$ cat src/rtl/ace_ccu_snoop_lookup_table_if.sv
// -----------------------------------------------------------------------------
// ace_ccu_snoop_lookup_table_if
//
// Purpose:
//   Bundles the lookup handshake and the clear/status signals of the CCU snoop
//   lookup table. The snoop interconnect is the master. The lookup table is
//   the slave.
//
// Handshake semantics (lookup):
//   - A requester raises lup_valid[i] with lup_addr[i].
//   - It holds both stable until it sees lup_ready[i] high in the same cycle.
//   - A transfer happens on a clock edge where lup_valid[i] && lup_ready[i].
//   - lup_id is the allocated entry index, meaningful only while some
//     lup_ready bit is high.
//   - Dropping lup_valid before a grant is allowed and leaves no trace.
//   - lup_ready is one-hot or zero.
//   - lup_ready depends combinationally on lup_valid/lup_addr and on
//     registered state only.
//   - clr_valid is a single-cycle command with no back-pressure. Its effect,
//     or the error pulse on clr_err, is visible after the next edge.
//
// Signals:
//   lup_valid  [NumLup]            master -> slave  per-port lookup request
//   lup_addr   [NumLup][AddrWidth] master -> slave  per-port snoop address
//   lup_ready  [NumLup]            slave  -> master per-port grant
//   lup_id     [IdWidth]           slave  -> master allocated entry index
//   clr_valid                      master -> slave  free-entry command
//   clr_id     [IdWidth]           master -> slave  entry to free
//   clr_err                        slave  -> master one-cycle bad-clear pulse
//   occupancy  [OccWidth]          slave  -> master number of valid entries
// -----------------------------------------------------------------------------
interface ace_ccu_snoop_lookup_table_if #(
    parameter int unsigned NumLup     = 2,
    parameter int unsigned NumEntries = 4,
    parameter int unsigned AddrWidth  = 64
);
    localparam int unsigned IdWidth  = (NumEntries > 1) ? $clog2(NumEntries) : 1;
    localparam int unsigned OccWidth = $clog2(NumEntries + 1);

    logic [NumLup-1:0]                lup_valid;
    logic [NumLup-1:0][AddrWidth-1:0] lup_addr;
    logic [NumLup-1:0]                lup_ready;
    logic [IdWidth-1:0]               lup_id;
    logic                             clr_valid;
    logic [IdWidth-1:0]               clr_id;
    logic                             clr_err;
    logic [OccWidth-1:0]              occupancy;

    modport master (
        output lup_valid,
        output lup_addr,
        input  lup_ready,
        input  lup_id,
        output clr_valid,
        output clr_id,
        input  clr_err,
        input  occupancy
    );

    modport slave (
        input  lup_valid,
        input  lup_addr,
        output lup_ready,
        output lup_id,
        input  clr_valid,
        input  clr_id,
        output clr_err,
        output occupancy
    );
endinterface

$ cat src/rtl/ace_ccu_snoop_lookup_table.sv
// -----------------------------------------------------------------------------
// ace_ccu_snoop_lookup_table
//
// Purpose:
//   Address-conflict lookup controller for the CCU snoop interconnect. It
//   keeps a small table of cache-line tags that have a snoop in flight.
//   A new lookup is granted only when:
//     - its tag matches no in-flight entry, and
//     - the table has a free entry.
//   One port is granted per cycle, chosen round-robin.
//   The granted port gets the lowest-index free entry.
//   Entries are released by explicit clear commands.
//
// Ports:
//   clk_i   in  clock
//   rst_ni  in  asynchronous active-low reset
//   bus     slave modport of ace_ccu_snoop_lookup_table_if
//     (lookup handshake, clear command, clear error, occupancy)
//
// Parameters:
//   NumLup      number of lookup ports (>= 1)
//   NumEntries  number of in-flight tag entries (>= 1)
//   AddrWidth   snoop address width
//   AddrBase    LSB of the tag slice inside the address
//   AddrLength  tag width; AddrBase + AddrLength must fit in AddrWidth
// -----------------------------------------------------------------------------
module ace_ccu_snoop_lookup_table #(
    parameter int unsigned NumLup     = 2,
    parameter int unsigned NumEntries = 4,
    parameter int unsigned AddrWidth  = 64,
    parameter int unsigned AddrBase   = 4,
    parameter int unsigned AddrLength = 16
) (
    input  logic                          clk_i,
    input  logic                          rst_ni,
    ace_ccu_snoop_lookup_table_if.slave   bus
);

    localparam int unsigned IdWidth  = (NumEntries > 1) ? $clog2(NumEntries) : 1;
    localparam int unsigned OccWidth = $clog2(NumEntries + 1);
    localparam int unsigned RrWidth  = (NumLup > 1) ? $clog2(NumLup) : 1;

    // The tag slice must lie inside the address.
    if (AddrBase + AddrLength > AddrWidth) begin : g_bad_tag_slice
        $error("ace_ccu_snoop_lookup_table: AddrBase + AddrLength exceeds AddrWidth");
    end

    // -------------------------------------------------------------------------
    // Registered state
    // -------------------------------------------------------------------------
    logic [NumEntries-1:0]  r_valid;
    logic [AddrLength-1:0]  r_tag [NumEntries];
    logic [RrWidth-1:0]     r_rr;
    logic                   r_clr_err;
    logic [OccWidth-1:0]    r_occ;

    // -------------------------------------------------------------------------
    // Combinational signals
    // -------------------------------------------------------------------------
    logic [AddrLength-1:0]  w_lup_tag [NumLup];
    logic [NumLup-1:0]      w_match;
    logic [NumLup-1:0]      w_elig;
    logic [NumLup-1:0]      w_grant;
    logic                   w_any_grant;
    logic [RrWidth-1:0]     w_grant_idx;
    logic [RrWidth-1:0]     w_rr_next;
    logic [AddrLength-1:0]  w_grant_tag;
    logic                   w_full;
    logic [IdWidth-1:0]     w_free_idx;
    logic                   w_clr_in_range;
    logic                   w_clr_hit;

    // Tag extraction per lookup port.
    always_comb begin
        for (int i = 0; i < NumLup; i++) begin
            w_lup_tag[i] = bus.lup_addr[i][AddrBase +: AddrLength];
        end
    end

    // A port conflicts when its tag equals the tag of any valid entry.
    // Only registered state is compared. Two ports with the same tag in the
    // same cycle therefore do not see each other here. Only one can be
    // granted. The other sees the new entry next cycle and stalls.
    always_comb begin
        w_match = '0;
        for (int i = 0; i < NumLup; i++) begin
            for (int e = 0; e < NumEntries; e++) begin
                if (r_valid[e] && (r_tag[e] == w_lup_tag[i])) begin
                    w_match[i] = 1'b1;
                end
            end
        end
    end

    assign w_full = &r_valid;

    // Lowest-index free entry. The loop runs downward so the last hit is
    // the lowest index. Only used when the table is not full.
    always_comb begin
        w_free_idx = '0;
        for (int e = NumEntries - 1; e >= 0; e--) begin
            if (!r_valid[e]) begin
                w_free_idx = IdWidth'(e);
            end
        end
    end

    // Eligibility is gated with rst_ni. While reset is held, grants stay low
    // even though the grant path is combinational from the request inputs.
    always_comb begin
        for (int i = 0; i < NumLup; i++) begin
            w_elig[i] = rst_ni & bus.lup_valid[i] & ~w_match[i] & ~w_full;
        end
    end

    // Round-robin pick: first eligible port at or after r_rr, cyclically.
    always_comb begin
        int unsigned p;
        p           = 0;
        w_any_grant = 1'b0;
        w_grant_idx = '0;
        w_grant     = '0;
        for (int k = 0; k < NumLup; k++) begin
            p = (int'(r_rr) + k) % NumLup;
            if (!w_any_grant && w_elig[p]) begin
                w_any_grant = 1'b1;
                w_grant_idx = RrWidth'(p);
            end
        end
        if (w_any_grant) begin
            w_grant[w_grant_idx] = 1'b1;
        end
    end

    // Pointer moves to the port just after the winner, wrapping at NumLup.
    always_comb begin
        if (int'(w_grant_idx) == NumLup - 1) begin
            w_rr_next = '0;
        end else begin
            w_rr_next = w_grant_idx + 1'b1;
        end
    end

    assign w_grant_tag = w_lup_tag[w_grant_idx];

    // A clear is honoured only for an in-range index of a valid entry.
    // Anything else produces the error pulse.
    assign w_clr_in_range = (int'(bus.clr_id) < NumEntries);
    assign w_clr_hit      = bus.clr_valid & w_clr_in_range & r_valid[bus.clr_id];

    // -------------------------------------------------------------------------
    // State update
    // -------------------------------------------------------------------------
    // A clear and an allocation can land on the same edge.
    //   - Allocation picked its entry from the pre-clear free set.
    //   - A successful clear only targets a valid entry.
    //   - So the two never touch the same bit of r_valid.
    always_ff @(posedge clk_i or negedge rst_ni) begin
        if (!rst_ni) begin
            r_valid   <= '0;
            r_rr      <= '0;
            r_clr_err <= 1'b0;
            r_occ     <= '0;
            for (int e = 0; e < NumEntries; e++) begin
                r_tag[e] <= '0;
            end
        end else begin
            r_clr_err <= bus.clr_valid & ~w_clr_hit;

            if (w_clr_hit) begin
                r_valid[bus.clr_id] <= 1'b0;
            end

            if (w_any_grant) begin
                r_valid[w_free_idx] <= 1'b1;
                r_tag[w_free_idx]   <= w_grant_tag;
                r_rr                <= w_rr_next;
            end

            case ({w_any_grant, w_clr_hit})
                2'b10:   r_occ <= r_occ + 1'b1;
                2'b01:   r_occ <= r_occ - 1'b1;
                default: r_occ <= r_occ;
            endcase
        end
    end

    // -------------------------------------------------------------------------
    // Outputs
    // -------------------------------------------------------------------------
    assign bus.lup_ready = w_grant;
    assign bus.lup_id    = w_any_grant ? w_free_idx : '0;
    assign bus.clr_err   = r_clr_err;
    assign bus.occupancy = r_occ;

endmodule
$ cat src/flat_wrapper.sv
// flat-port wrapper written by rule: the top's interface ports become plain ports
module ace_ccu_snoop_lookup_table_flat 
#(
    parameter int unsigned NumLup     = 2,
    parameter int unsigned NumEntries = 4,
    parameter int unsigned AddrWidth  = 64,
    parameter int unsigned AddrBase   = 4,
    parameter int unsigned AddrLength = 16
)
  (clk_i, rst_ni, bus_lup_valid, bus_lup_addr, bus_lup_ready, bus_lup_id, bus_clr_valid, bus_clr_id, bus_clr_err, bus_occupancy);
  ace_ccu_snoop_lookup_table_if #(.NumLup(NumLup), .NumEntries(NumEntries), .AddrWidth(AddrWidth)) bus_i ();
  input  logic clk_i;
  input  logic rst_ni;
  input wire logic [$bits(bus_i.lup_valid)-1:0] bus_lup_valid;
  input wire logic [$bits(bus_i.lup_addr)-1:0] bus_lup_addr;
  output wire logic [$bits(bus_i.lup_ready)-1:0] bus_lup_ready;
  output wire logic [$bits(bus_i.lup_id)-1:0] bus_lup_id;
  input wire logic [$bits(bus_i.clr_valid)-1:0] bus_clr_valid;
  input wire logic [$bits(bus_i.clr_id)-1:0] bus_clr_id;
  output wire logic [$bits(bus_i.clr_err)-1:0] bus_clr_err;
  output wire logic [$bits(bus_i.occupancy)-1:0] bus_occupancy;
  assign bus_i.lup_valid = bus_lup_valid;
  assign bus_i.lup_addr = bus_lup_addr;
  assign bus_lup_ready = bus_i.lup_ready;
  assign bus_lup_id = bus_i.lup_id;
  assign bus_i.clr_valid = bus_clr_valid;
  assign bus_i.clr_id = bus_clr_id;
  assign bus_clr_err = bus_i.clr_err;
  assign bus_occupancy = bus_i.occupancy;
  ace_ccu_snoop_lookup_table #(.NumLup(NumLup), .NumEntries(NumEntries), .AddrWidth(AddrWidth), .AddrBase(AddrBase), .AddrLength(AddrLength)) u_core (.clk_i(clk_i), .rst_ni(rst_ni), .bus(bus_i));
endmodule
$ cat config.mk
export PLATFORM = sky130hd
export DESIGN_NAME = ace_ccu_snoop_lookup_table_flat
export DESIGN_NICKNAME = d
export VERILOG_FILES = /design/src/rtl/ace_ccu_snoop_lookup_table_if.sv /design/src/rtl/ace_ccu_snoop_lookup_table.sv /design/src/flat_wrapper.sv
export SDC_FILE = /design/constraint.sdc
export NUM_CORES = 1
export LEC_CHECK = 0
export CORE_MARGIN = 2
export CORE_UTILIZATION = 30
export CTS_BUF_LIST = sky130_fd_sc_hd__clkbuf_4
export DETAILED_ROUTE_END_ITERATION = 12
export PLACE_DENSITY_LB_ADDON = 0.1
export SLEW_MARGIN = 20
export SYNTH_ARGS = -nofsm -noshare
export SYNTH_HDL_FRONTEND = slang
export SYNTH_SLANG_ARGS = --single-unit
$ cat constraint.sdc
create_clock -name clk_i -period 4 [get_ports clk_i]
set_input_delay 0.8 -clock clk_i [delete_from_list [all_inputs] [get_ports clk_i]]
set_output_delay 0.8 -clock clk_i [all_outputs]
set_load 0.005 [all_outputs]
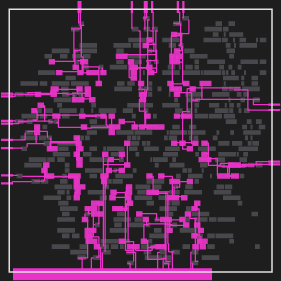
**Above:** wires at chosen ports, followed through buffers.
Scale: 2 px per um.
- magenta: bus_lup_addr (bits 128; direction input; edge 108 south, 8 north, 8 west, 4 east; end cells 144; buffers 67; wire 2100 um)
input/output buffers: 46
I/O pin count: 143

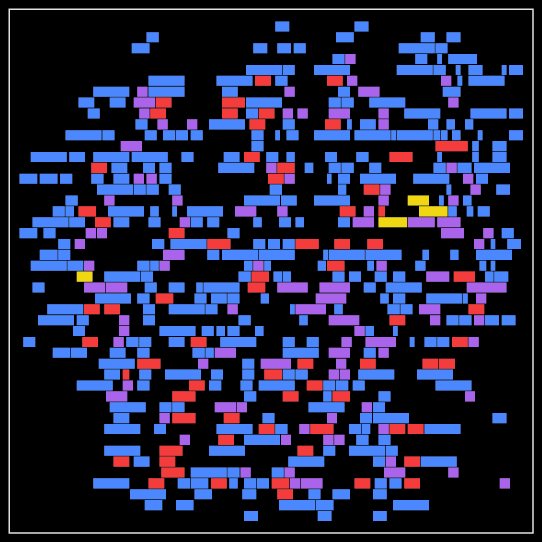
**Above:** cell sizes after repair.
Scale: 4 px per um.
- purple: _3 and _4 cells (cells 98)
- red: _2 cells (cells 68)
- yellow: _6 and larger (cells 4)
- blue: _0 and _1 cells (cells 325)

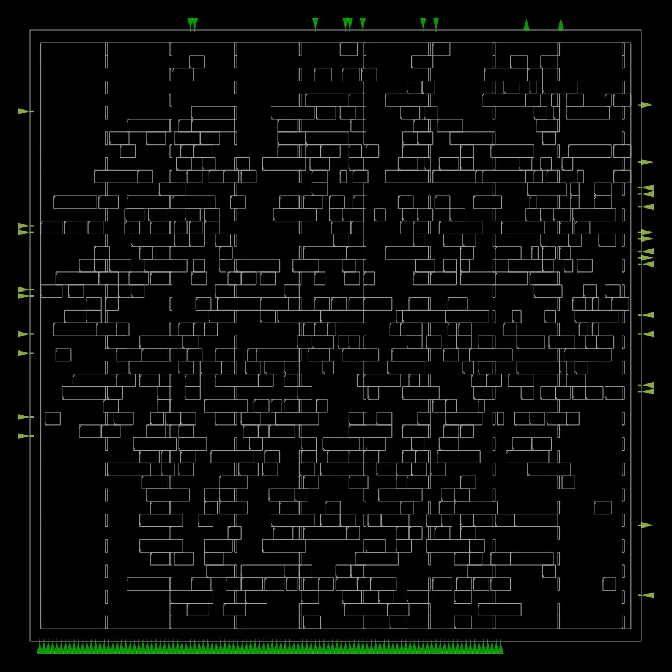
**Above:** cell placement.
Site Rows: 46
tap cells: 216
fin util: 38.9%
Seq/total area: 29.8%

==> out/qor.csv <==
stage,metric,value,unit
run_status,outcome,completed,
yosys,Post-Syn Nets,552,
yosys,Simple-Gate Area Share,9.37,%
final_timing,Worst Slack Setup Final,0.0946,ns
global_route,GRT Total Usage,17.8,%
global_route,global route overflow,0,
critical_path,CP startpoint kind,input port,
critical_path,"Cell Chain, Critical Path",clkdlybuf4s50_1 -> xor2_1 -> nor4_2 -> buf_4 -> nand4_1 -> o2111ai_2 -> nor3_4 -> a21boi_2 -> clkdlybuf4s50_1,
yosys,Mapped Area,4810,um2
yosys,number of enable flip-flop cells,0,
final_layout,max reg flops,64,
flow_run,maxcap violations,0,
global_route,GRT busiest layer,met2,
placement,GP Congestion,0.817,
final_timing,Final Skew,0.0209,ns
final_layout,logic area,2950,um2
clock_tree,clock-pin slew on the worst setup and hold paths,0.13,ns
final_layout,Area Overhead vs Synth,27.7,%
final_layout,# fillers,1628,
global_route,initial antenna violation count,0,
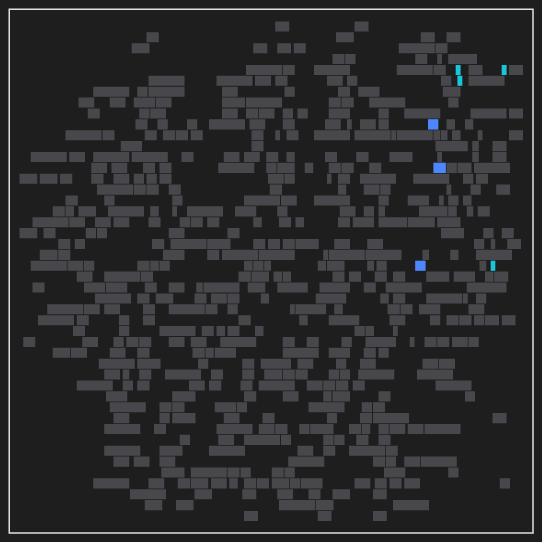
**Above:** logic cells by family.
Scale: 4 px per um.
- blue: AND-OR and OR-AND gates (cells 3)
- cyan: inverters (cells 4; where north-east)
Post-Layout Cell Count: 711
top logic cell by instance count in the layout: dfrtp_1
logic share of the area: 48.0%

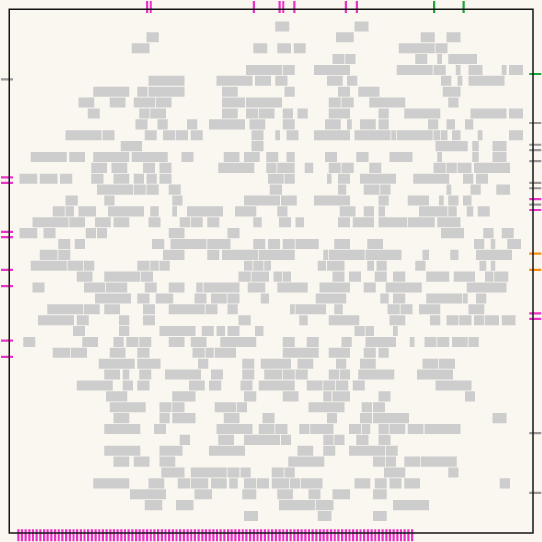
**Above:** pin map.
Scale: 4 px per um. Pins as bars across the die edge, other pins in grey.
- magenta: bus_lup_addr (pins 128; direction input; edge 108 south, 8 north, 8 west, 4 east)
- green: bus_occupancy (pins 3; direction output; edge 2 north, 1 east)
- orange: bus_lup_valid (pins 2; direction input; edge east)
- all pins by edge: 108 south, 16 east, 10 north, 9 west
DIE WIDTH: 131 um
Die H: 131 um

## cell usage in the layout, fill, tap and decap left out, types with 4 or more instances in the layout
cell type / instances
clkbuf_4: 11
dlymetal6s2s_1: 13
clkdlybuf4s50_1: 23
buf_4: 58
mux2_4: 16
xnor2_2: 4
xnor2_1: 60
dlygate4sd2_1: 9
inv_1: 4
nand4_1: 19
nor4_1: 5
xor2_1: 61
dfrtp_1: 73
mux2_2: 44
nor4_4: 7
nor4_2: 8
mux2_1: 20
nand2_1: 12
xor2_2: 6
## final timing paths
path | start | end | slack, ns
worst max-delay path | bus_lup_addr[70] | bus_lup_ready[1] | 0.09
worst min-delay path | rst_ni | u_core.r_rr$_DFFE_PN0P_ | 0.18
worst max register to register | u_core.r_tag[61]$_DFFE_PN0P_ | u_core.bus.occupancy[2]$_DFFE_PN0P_ | 0.63
worst min register to register | u_core.bus.occupancy[2]$_DFFE_PN0P_ | u_core.bus.occupancy[2]$_DFFE_PN0P_ | 0.48
max in group asynchronous | rst_ni | u_core.r_tag[30]$_DFFE_PN0P_ | 2.69
min in group clk_i | u_core.bus.occupancy[2]$_DFFE_PN0P_ | u_core.bus.occupancy[2]$_DFFE_PN0P_ | 0.48
## power by group
part / total (mW) / leakage (nW) / switching (mW) / internal [mW]
Sequential: 1.57 / 0.867 / 0.455 / 1.11
Combinational: 1.96 / 1.69 / 0.902 / 1.06
Clock: 0.419 / 0.0601 / 0.284 / 0.135
## area by class of cell
class                      instances  share of cell area [%]
multi-input combinational        296                    48.0
clock buffer                      11                    1.35
tap                              216                    4.40
timing repair buffer             107                    15.9
sequential                        73                    29.8
inverter                           4                   0.245
clock inverter                     4                   0.347
## repair_timing
item	4_1_cts	5_1_grt
resized	23	31
pin swaps	7	16
gates cloned	0	0
hold buffers	0	0
setup endpoints to repair	4	4
setup buffers	4	0
Power is estimated from default activity; no workload was simulated.
